`config.mk`:
```
export PLATFORM = sky130hd
export DESIGN_NAME = float_add
export DESIGN_NICKNAME = d
export VERILOG_FILES = /design/src/rtl/float_add_pkg.sv /design/src/rtl/float_lzc.sv /design/src/rtl/float_add.sv
export SDC_FILE = /design/constraint.sdc
export NUM_CORES = 1
export LEC_CHECK = 0
export ABC_AREA = 0
export ABC_CLOCK_PERIOD_IN_PS = 5060
export CORE_MARGIN = 4
export CORE_UTILIZATION = 55
export CTS_BUF_LIST = sky130_fd_sc_hd__clkbuf_4 sky130_fd_sc_hd__clkbuf_8 sky130_fd_sc_hd__clkbuf_16
export DETAILED_ROUTE_END_ITERATION = 16
export PLACE_DENSITY = 0.86
export SYNTH_ARGS = -nofsm -noshare
export SYNTH_HDL_FRONTEND = slang
export SYNTH_SLANG_ARGS = --single-unit
export TNS_END_PERCENT = 100
```
`constraint.sdc`:
```
create_clock -name clk -period 5.06 [get_ports clk]
set_input_delay 1.012 -clock clk [delete_from_list [all_inputs] [get_ports clk]]
set_output_delay 1.012 -clock clk [all_outputs]
set_load 0.1 [all_outputs]
```
`src/rtl/float_add_pkg.sv`:
```
// Shared binary32 field widths, special encodings and the operand unpacker
// used by the float_add pipeline.
package float_add_pkg;

    localparam int EXP_W  = 8;
    localparam int FRAC_W = 23;
    localparam int BIAS   = 127;
    localparam int SIG_W  = FRAC_W + 1;
    localparam int ALN_W  = SIG_W + 3;

    localparam logic [31:0] QNAN    = 32'h7FC00000;
    localparam logic [31:0] POS_INF = 32'h7F800000;
    localparam logic [31:0] NEG_INF = 32'hFF800000;

    typedef struct packed {
        logic              sign;
        logic [EXP_W-1:0]  exponent;
        logic [SIG_W-1:0]  significand;
        logic              isZero;
        logic              isInf;
        logic              isNan;
    } operandT;

    // Exponent 0 is always zero here: subnormal inputs are flushed.
    function automatic operandT unpack(input logic [31:0] f);
        operandT op;
        op.sign        = f[31];
        op.exponent    = f[30:23];
        op.significand = {1'b1, f[22:0]};
        op.isZero      = (f[30:23] == '0);
        op.isInf       = (f[30:23] == '1) && (f[22:0] == '0);
        op.isNan       = (f[30:23] == '1) && (f[22:0] != '0);
        return op;
    endfunction

endpackage

```
`src/rtl/float_lzc.sv`:
```
// Combinational leading-zero counter over the 27-bit aligned sum; an
// all-zero input reports 27.
module float_lzc (
    input  logic [26:0] value,
    output logic [4:0]  count
);

    always_comb begin
        count = 5'd27;
        for (int i = 0; i < 27; i++) begin
            if (value[i]) count = 5'(26 - i);
        end
    end

endmodule

```
`src/rtl/float_add.sv`:
```
// Pipelined binary32 adder: input register, then align, add/normalize and
// round/pack stages. Result appears three edges after the input is sampled.
import float_add_pkg::*;

module float_add (
    input  logic        clk,
    input  logic        rst,
    input  logic        in_valid,
    input  logic [31:0] floatA,
    input  logic [31:0] floatB,
    output logic        out_valid,
    output logic [31:0] floatSum
);

    logic              inValidReg, s1ValidReg, s2ValidReg;
    logic [31:0]       aReg, bReg;

    // S1: unpack, classify, swap, align
    operandT           opA, opB;
    logic              aGeB, effSub, specialNext;
    logic [31:0]       specialValNext;
    logic              bigSign;
    logic [EXP_W-1:0]  bigExp, smallExp, expDiff;
    logic [SIG_W-1:0]  bigSig, smallSig;
    logic [49:0]       alignWide;
    logic [ALN_W-1:0]  smallAligned;

    assign opA      = unpack(aReg);
    assign opB      = unpack(bReg);
    assign aGeB     = aReg[30:0] >= bReg[30:0];
    assign effSub   = opA.sign ^ opB.sign;
    assign bigSign  = aGeB ? opA.sign : opB.sign;
    assign bigExp   = aGeB ? opA.exponent : opB.exponent;
    assign smallExp = aGeB ? opB.exponent : opA.exponent;
    assign bigSig   = aGeB ? opA.significand : opB.significand;
    assign smallSig = aGeB ? opB.significand : opA.significand;
    assign expDiff  = bigExp - smallExp;
    assign alignWide = {smallSig, 26'b0} >> expDiff;
    // Top 26 bits are significand plus guard/round; everything below folds into sticky.
    assign smallAligned = (expDiff >= 8'd26) ? 27'd1 : {alignWide[49:24], |alignWide[23:0]};

    always_comb begin
        specialNext    = 1'b1;
        specialValNext = QNAN;
        if (opA.isNan || opB.isNan)                   specialValNext = QNAN;
        else if (opA.isInf && opB.isInf && effSub)    specialValNext = QNAN;
        else if (opA.isInf)                           specialValNext = aReg;
        else if (opB.isInf)                           specialValNext = bReg;
        else if (opA.isZero && opB.isZero)            specialValNext = {opA.sign & opB.sign, 31'b0};
        else if (opA.isZero)                          specialValNext = bReg;
        else if (opB.isZero)                          specialValNext = aReg;
        else                                          specialNext    = 1'b0;
    end

    logic              s1SpecialReg, s1SignReg, s1EffSubReg;
    logic [31:0]       s1SpecialValReg;
    logic [EXP_W-1:0]  s1ExpReg;
    logic [ALN_W-1:0]  s1BigReg, s1SmallReg;

    // S2: add/subtract, leading-zero count, normalize
    logic [ALN_W:0]    rawSum;
    logic [4:0]        leadZeros;
    logic [ALN_W-1:0]  normNext;
    logic signed [9:0] expNormNext;

    assign rawSum = s1EffSubReg ? ({1'b0, s1BigReg} - {1'b0, s1SmallReg})
                                : ({1'b0, s1BigReg} + {1'b0, s1SmallReg});

    float_lzc lzcInst (
        .value (rawSum[ALN_W-1:0]),
        .count (leadZeros)
    );

    always_comb begin
        if (rawSum[ALN_W]) begin
            normNext    = {rawSum[ALN_W:2], rawSum[1] | rawSum[0]};
            expNormNext = $signed({2'b0, s1ExpReg}) + 10'sd1;
        end else begin
            normNext    = rawSum[ALN_W-1:0] << leadZeros;
            expNormNext = $signed({2'b0, s1ExpReg}) - $signed({5'b0, leadZeros});
        end
    end

    logic              s2SpecialReg, s2SignReg, s2ZeroReg;
    logic [31:0]       s2SpecialValReg;
    logic signed [9:0] s2ExpReg;
    logic [ALN_W-1:0]  s2NormReg;

    // S3: round to nearest even, pack, special select
    logic              roundUp;
    logic [SIG_W:0]    mantRounded;
    logic signed [9:0] expRounded;
    logic [FRAC_W-1:0] fracRounded;
    logic [31:0]       resultNext;

    assign roundUp     = s2NormReg[2] & (s2NormReg[1] | s2NormReg[0] | s2NormReg[3]);
    assign mantRounded = {1'b0, s2NormReg[ALN_W-1:3]} + {{SIG_W{1'b0}}, roundUp};
    assign expRounded  = s2ExpReg + (mantRounded[SIG_W] ? 10'sd1 : 10'sd0);
    assign fracRounded = mantRounded[SIG_W] ? mantRounded[FRAC_W:1] : mantRounded[FRAC_W-1:0];

    always_comb begin
        resultNext = {s2SignReg, expRounded[EXP_W-1:0], fracRounded};
        if (s2SpecialReg)                                  resultNext = s2SpecialValReg;
        else if (s2ZeroReg)                                resultNext = 32'h0;
        else if (expRounded >= $signed(10'(2 * BIAS + 1))) resultNext = s2SignReg ? NEG_INF : POS_INF;
        else if (expRounded <= 10'sd0)                     resultNext = {s2SignReg, 31'b0};
    end

    always_ff @(posedge clk) begin
        if (rst) begin
            inValidReg <= 1'b0;
            s1ValidReg <= 1'b0;
            s2ValidReg <= 1'b0;
            out_valid  <= 1'b0;
            floatSum   <= 32'h0;
        end else begin
            inValidReg <= in_valid;
            s1ValidReg <= inValidReg;
            s2ValidReg <= s1ValidReg;
            out_valid  <= s2ValidReg;
            if (s2ValidReg) floatSum <= resultNext;
        end
    end

    always_ff @(posedge clk) begin
        aReg            <= floatA;
        bReg            <= floatB;
        s1SpecialReg    <= specialNext;
        s1SpecialValReg <= specialValNext;
        s1SignReg       <= bigSign;
        s1EffSubReg     <= effSub;
        s1ExpReg        <= bigExp;
        s1BigReg        <= {bigSig, 3'b0};
        s1SmallReg      <= smallAligned;
        s2SpecialReg    <= s1SpecialReg;
        s2SpecialValReg <= s1SpecialValReg;
        s2SignReg       <= s1SignReg;
        s2ZeroReg       <= (rawSum == '0);
        s2ExpReg        <= expNormNext;
        s2NormReg       <= normNext;
    end

endmodule

```
==> run_1/met1.png <==
Scale: 2 px per µm. Supply wires on this layer in gray.
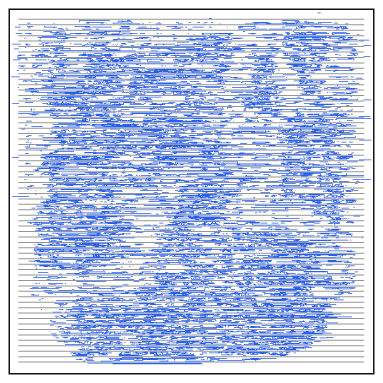
nets with wire on the layer: 2252
longest straight run: 56.6 µm
Routed Wire Length: 57.9 mm
met1 usage in global routing: 42.7%

==> run_1/met2.png <==
Scale: 1.5 px per µm. Cells faint in the background.
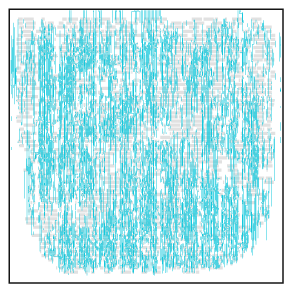
main direction: vertical
wire length on this layer: 26.7 mm
share of all routed wire: 46%
longest straight run: 108 µm
grt met2 use: 53.4%
total number of vias: 17086

==> README.md, run 1 <==
| Metric | Reported | Unit |
|---|---|---|
| Post-CTS Resized | 6 | - |
| Area after detailed placement | 0.0190 | mm² |
| I/O pin total | 100 | - |
| Design Power | 8750 | µW |
| Iteration-0 DRC Markers | 2234 | - |
| Number of hold-repair buffers added at the cts stage | 0 | - |
| Number of H-tree levels | 1 | - |
| Largest area contributor in the netlist | dfxtp_1 | - |
| Power group with the largest share | combinational cells | - |
| Row cnt | 63 | - |
| Reported net switching power | 3520 | µW |
| Synth flops | 265 | - |
| Number of detailed-routing iterations run before antenna repair | 6 | - |
| Max frequency | 202 | MHz |
| Final min period | 4.95 | ns |
| Clock network fraction of total power | 23.3 | % |
| Most numerous cell in the Yosys netlist | dfxtp_1 | - |
| Post-placement setup slack | -0.0825 | ns |
| Fraction of synthesized cell area taken by the top area cell type | 32.1 | % |
| Proportion of layout cells with a drive suffix above 1 | 17.5 | % |
| Post-layout period usage | 97.9 | % |
| Adder Share, Synth | 6.97 | % |
| Floorplan Core Area | 0.0296 | mm² |
| Clock tree from TritonCTS | yes | - |
| Antenna violations before repair | 1 | - |
| Cell total in the yosys stat output | 2012 | - |
| Routability-driven placement congestion ratio | 1.04 | - |
| Critical register-to-register path startpoint | bReg[12] | - |
| Post-Synthesis Cells | 2012 | - |
| Number of input and output port buffers inserted | 99 | - |
| Chip Area, Yosys | 0.0166 | mm² |
| Launch instance of the worst min-delay path | s1SpecialValReg[31] | - |
| All-layer global routing usage | 32.8 | % |
| R2R Path End | s1SmallReg[0] | - |
| Required time at the endpoint of the critical path | 5.50 | ns |
| Overall die area | 0.0329 | mm² |
| Clock latency on the worst-skew pair | 0.57 | ns |
| Sink of the worst hold path | s2SpecialValReg[31] | - |
| AO/OA Area Share | 25.8 | % |
| Status | complete, no violations | - |
| Worst path max stage delay | 0.42 | ns |
| P_seq | 2570 | µW |
| First-pass GRT wire length | 87.8 | mm |
| Internal power consumption | 5230 | µW |
| Sinks on Clock Net | 265 | - |
| Area added between synthesis and finish | 23.0 | % |
| Actual slew at the worst max-slew pin | 1.27 | ns |
| Number of non-filler instances in the completed layout | 2633 | - |
| Clock transition at the registers of the reported paths | 0.06 | ns |
| Main area contributors | dfxtp_1 (32%), ha_1 (6.7%), nor2_1 (4.6%) | - |
| Hold Path Cell Cnt | 0 | - |
| Cell leakage power | 0.00824 | µW |
| Final core utilization | 68.7 | % |
| Final worst setup slack | 0.108 | ns |
| Area of the mapped netlist | 0.0166 | mm² |
| Clock Tree Root | clkbuf_16 | - |
| Number of nets in the synthesized netlist | 2170 | - |
| Critical Path Fanout Max | 5 | - |
| Tally of OpenROAD warnings | 50 | - |
| Top cells by count, synth | dfxtp_1 (265), nor2_1 (202), nand2_1 (183), a21oi_1 (145), o21ai_0 (109) | - |
| Count of endpoints failing hold in the final timing report | 0 | - |
| Crit path capture | s1SmallReg[0] | - |
| Cts bufs inserted | 27 | - |
| CP Data Arrival Time | 5.39 | ns |
| Max-slew violation count | 0 | - |
| Power share of the sequential group | 29.3 | % |
| Post-synth top flop | dfxtp_1 | - |
| # placed instances | 2568 | - |
| Number of distinct library cells after synthesis | 108 | - |
| Critical Path Slowest Stage Cell | dfxtp_1 | - |
| Family of cells with the greatest summed delay on the critical path | AND-OR/OR-AND gates | - |
| Initial Utilization | 55.8 | % |
| Max-cap violations | 0 | - |
| Fraction of the yosys area taken by sequential cells | 32.1 | % |
| Final setup vio count | 0 | - |
| Max clock buf depth | 3 | - |
| Post-Route Hold Slack | 0.327 | ns |
| Critical Path Source Type | flip-flop | - |
| Class of the worst hold path | reg -> reg | - |
| Overall die width | 181 | µm |
| Vias in the first global route | 15918 | - |
| Overall die height | 181 | µm |
| Reg2reg setup slack | 0.11 | ns |
| Setup Total Neg Slack | 0 | ns |
| Post-synthesis xor/xnor area fraction | 3.36 | % |
| Synthesized area divided by synthesized cell count | 8.23 | µm² |
| Max-slew headroom at the worst pin | 15.0 | % |
| Number of remaining DRC errors | 0 | - |
| Total of warnings raised by yosys | 0 | - |
| Largest net degree at the start of global routing | 66 | - |
| Simple-gate area share of the yosys netlist | 20.5 | % |
| Power dissipated in the clock network | 2040 | µW |
| Critical-path cell list | inv_1 -> ha_1 -> a21oi_1 -> o21ai_0 -> a21oi_1 -> o31a_1 -> o21ai_4 -> a22oi_2 -> ha_2 -> buf_4 -> nor3b_1 -> a2111oi_4 -> o2111a_2 -> mux2_2 -> buf_4 -> mux2i_1 -> mux2_2 -> a31oi_1 -> nor3_1 -> a41oi_1 -> or3_1 | - |
| Drt wl/cell | 22.0 | µm |
| Multiplexer area fraction after synthesis | 5.89 | % |
| Timing startpoint of the critical path | bReg[12] | - |
==> run_1/met3.png <==
Scale: 2 px per µm.
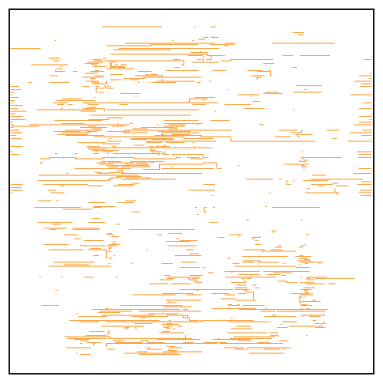
nets with wire on the layer: 454
main direction: horizontal
wire length on this layer: 5550 µm
share of all routed wire: 9.6%
GRT met3 Usage: 5.97%

## run 1: final cells by class
cell class / count / area [µm²]
antenna: 1 / 2.50
inverter: 109 / 414
tap: 390 / 488
sequential: 265 / 5310
fill: 2419 / 9280
timing repair buffer: 287 / 2470
multi-input combinational: 1532 / 10800
clock buffer: 37 / 782
clock inverter: 12 / 136
## run 1: per-layer routing
layer | vias up | wire [µm] | global-route usage [%]
li1 | 7810 | - | -
met1 | 7981 | 22600 | 42.7
met2 | 1088 | 26700 | 53.4
met3 | 205 | 5550 | 5.97
met4 | 2 | 3100 | 14.2
met5 | - | 20 | 0
==> run_1/met4.png <==
Scale: 2 px per µm. Supply wires on this layer in gray.
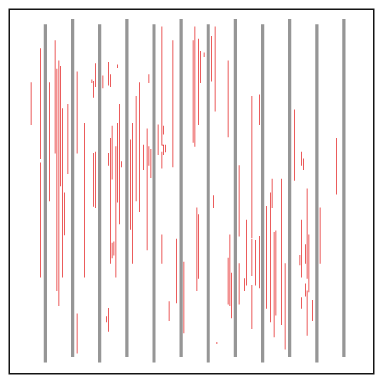

--- run 2 (diff from run 1) ---
- ABC_CLOCK_PERIOD_IN_PS: 5060 -> 4900
- CORE_UTILIZATION: 55 -> 61
- PLACE_DENSITY: 0.86 -> 0.9
- SETUP_SLACK_MARGIN: not set -> 0.02
- clock period: 5.06 -> 4.9 ns (I/O delays scaled with it)
==> run_2/met4.png <==
Scale: 2 px per µm. Supply wires on this layer in gray.
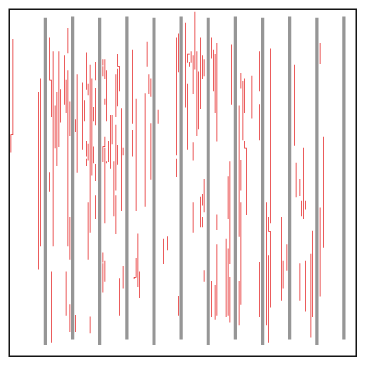
longest straight run: 97.2 µm
main direction: vertical
total number of vias: 17983
Routed Wire Length: 62.1 mm

==> run_2/met3.png <==
Scale: 2 px per µm.
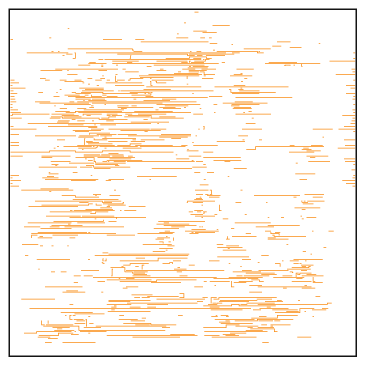
longest straight run: 110 µm
wire length on this layer: 6840 µm
share of all routed wire: 11%
GRT met3 Usage: 6.71%

==> run_2/met2.png <==
Scale: 1.5 px per µm. Cells faint in the background.
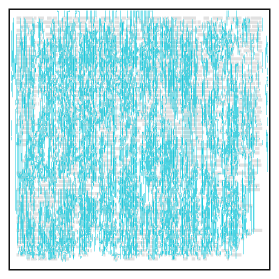
main direction: vertical
share of all routed wire: 46%
longest straight run: 72.1 µm
wire length on this layer: 28.6 mm
grt met2 use: 61.9%

==> run 2 against run 1 <==
  * The flow now finishes with violations (setup timing)
  * First-iteration DRC count up 23%
  * Fmax about the same
  * Sequential power up 4%
  * Non-clock buffer count up 83
==> README.md, run 2 <==
| Metric | Reported | Unit | Delta |
|---|---|---|---|
| Post-synth top flop | dfxtp_1 | - |  |
| Area of the mapped netlist | 0.0166 | mm² | unchanged |
| Row cnt | 60 | - | -4.8% |
| Clock buffer cells | 31 | - | -16% |
| Power group with the largest share | combinational cells | - |  |
| Clock latency on the worst-skew pair | 0.56 | ns | about the same |
| Synth flops | 265 | - | unchanged |
| Power dissipated in the clock network | 2250 | µW | +10% |
| Clock Tree Root | clkbuf_16 | - |  |
| Antenna violations before repair | 0 | - | -1 |
| All-layer global routing usage | 37.2 | % | +4.4 points |
| Drt wl/cell | 23.3 | µm | +5.9% |
| Final core utilization | 79.9 | % | +11 points |
| Number of nets in the synthesized netlist | 2170 | - | unchanged |
| Area added between synthesis and finish | 29.4 | % |  |
| Filler cell count | 1701 | - | -30% |
| Max frequency | 202 | MHz | about the same |
| Class of the worst hold path | reg -> reg | - |  |
| First-pass GRT wire length | 90.6 | mm | +3.3% |
| Met1 usage in global routing | 48.0 | % | +5.3 points |
| Synthesized area divided by synthesized cell count | 8.23 | µm² | unchanged |
| Floorplan Core Area | 0.0268 | mm² | -9.6% |
| Sinks on Clock Net | 265 | - | unchanged |
| Final setup vio count | 3 | - | +3 |
| Overall die area | 0.0298 | mm² | -9.4% |
| CP Data Arrival Time | 5.39 | ns | about the same |
| Status | finished with violations | - |  |
| Seq_cells | 265 | - | unchanged |
| Post-placement setup slack | -0.246 | ns | -0.164 ns |
| Non-clock buffer count in the final layout | 370 | - | +29% |
| Post-synthesis xor/xnor area fraction | 3.36 | % | unchanged |
| Number of detailed-routing iterations run before antenna repair | 7 | - | +1 |
| # placed instances | 2575 | - | +0.27% |
| Cell leakage power | 0.00871 | µW | +5.6% |
| Overall die height | 173 | µm | -4.8% |
| Post-Route Hold Slack | 0.326 | ns | -0.00154 ns |
| Proportion of layout cells with a drive suffix above 1 | 23.6 | % | +6.1 points |
| Overall die width | 173 | µm | -4.8% |
| Simple-gate area share of the yosys netlist | 20.5 | % | unchanged |
| Clock network fraction of total power | 23.3 | % | about the same |
| Biggest area consumer among cell classes | logic gates | - |  |
| Routability-driven placement congestion ratio | 1.03 | - | -1.8% |
| Iteration-0 DRC Markers | 2750 | - | +23% |
| Main area contributors | dfxtp_1 (32%), ha_1 (6.7%), nor2_1 (4.6%) | - |  |
| N_diodes | 0 | - | -1 |
| Violations in the final reports | setup timing | - |  |
| Chip Area, Yosys | 0.0166 | mm² | unchanged |
| Fraction of area in clock buffers and inverters | 4.55 | % | +0.035 points |
| Number of non-filler instances in the completed layout | 2665 | - | +1.2% |
| Most used routing layer in global routing | met2 | - |  |
| Vias in the first global route | 16535 | - | +3.9% |
| AO/OA Area Share | 25.8 | % | unchanged |
| Critical Path Slowest Stage Cell | nor3_4 | - |  |
| Total area of sequential cells | 0.00533 | mm² | +0.28% |
| Setup Total Neg Slack | -0.129 | ns | -0.129 ns |
| Reported net switching power | 3930 | µW | +12% |
| Top sig layer | met4 | - |  |
| P_seq | 2670 | µW | +4% |
| Logic share of the area | 52.2 | % | -0.64 points |
| Final min period | 4.95 | ns | +0.000466 ns |
| Detailed route wirelength on metal3 | 6.84 | mm | +23% |
| Met2 Wirelength | 28.6 | mm | +7.3% |
| Initial Utilization | 61.8 | % | +5.9 points |
| Fraction of the yosys area taken by sequential cells | 32.1 | % | unchanged |
| I/O pin total | 100 | - | unchanged |
| Multiplexer area fraction after synthesis | 5.89 | % | unchanged |
| Final worst setup slack | -0.0520 | ns | -0.160 ns |
| Flop share of the area | 24.9 | % | -1.2 points |
| Area after detailed placement | 0.0193 | mm² | +1.8% |
| Max clock buf depth | 3 | - | unchanged |
| Post-CTS Resized | 31 | - | +25 |
| Logic area | 0.0112 | mm² | +3.9% |
| Internal power consumption | 5740 | µW | +9.8% |
| Met1 wire length | 23.0 | mm | +2.0% |
| Number of hold-repair buffers added at the cts stage | 0 | - | unchanged |
| Max-slew violation count | 0 | - | unchanged |
| Fraction of synthesized cell area taken by the top area cell type | 32.1 | % | unchanged |
| Number of distinct library cells after synthesis | 108 | - | unchanged |
| Top cells by count, synth | dfxtp_1 (265), nor2_1 (202), nand2_1 (183), a21oi_1 (145), o21ai_0 (109) | - |  |
| Most numerous cell in the Yosys netlist | dfxtp_1 | - |  |
| Critical Path Fanout Max | 8 | - | +3 |
| Post-layout period usage | 101 | % | +3.2 points |
| Design Power | 9670 | µW | +11% |
| Number of H-tree levels | 1 | - | unchanged |
| Cell total in the yosys stat output | 2012 | - | unchanged |
| Data buffer area share | 14.5 | % | +2.3 points |
| Max-slew headroom at the worst pin | 5.68 | % | -9.3 points |
run 2: path summary, 6_finish.rpt:
path	cells after the start	slack [ns]	from	endpoint
worst max-delay path	24	-0.05	s1SmallReg[8]	s2ExpReg[7]
worst min-delay path	0	0.33	s1SpecialValReg[12]	s2SpecialValReg[12]
worst max register to register	24	-0.05	s1SmallReg[8]	s2ExpReg[7]
worst min register to register	0	0.33	s1SpecialValReg[12]	s2SpecialValReg[12]
run 2: kinds of logic (layout without fill, tap and decap cells):
kind of cell             after synthesis  after routing
AND/OR/NAND/NOR                      700            700
multiplexers                          77             77
AND-OR/OR-AND                        603            604
buffers and inverters                216            527
adder cells (fa/ha/maj)               91             91
XOR/XNOR                              60             60
flip-flops                           265            265
Power figures rest on the tool's default switching activity, not on a simulated workload.
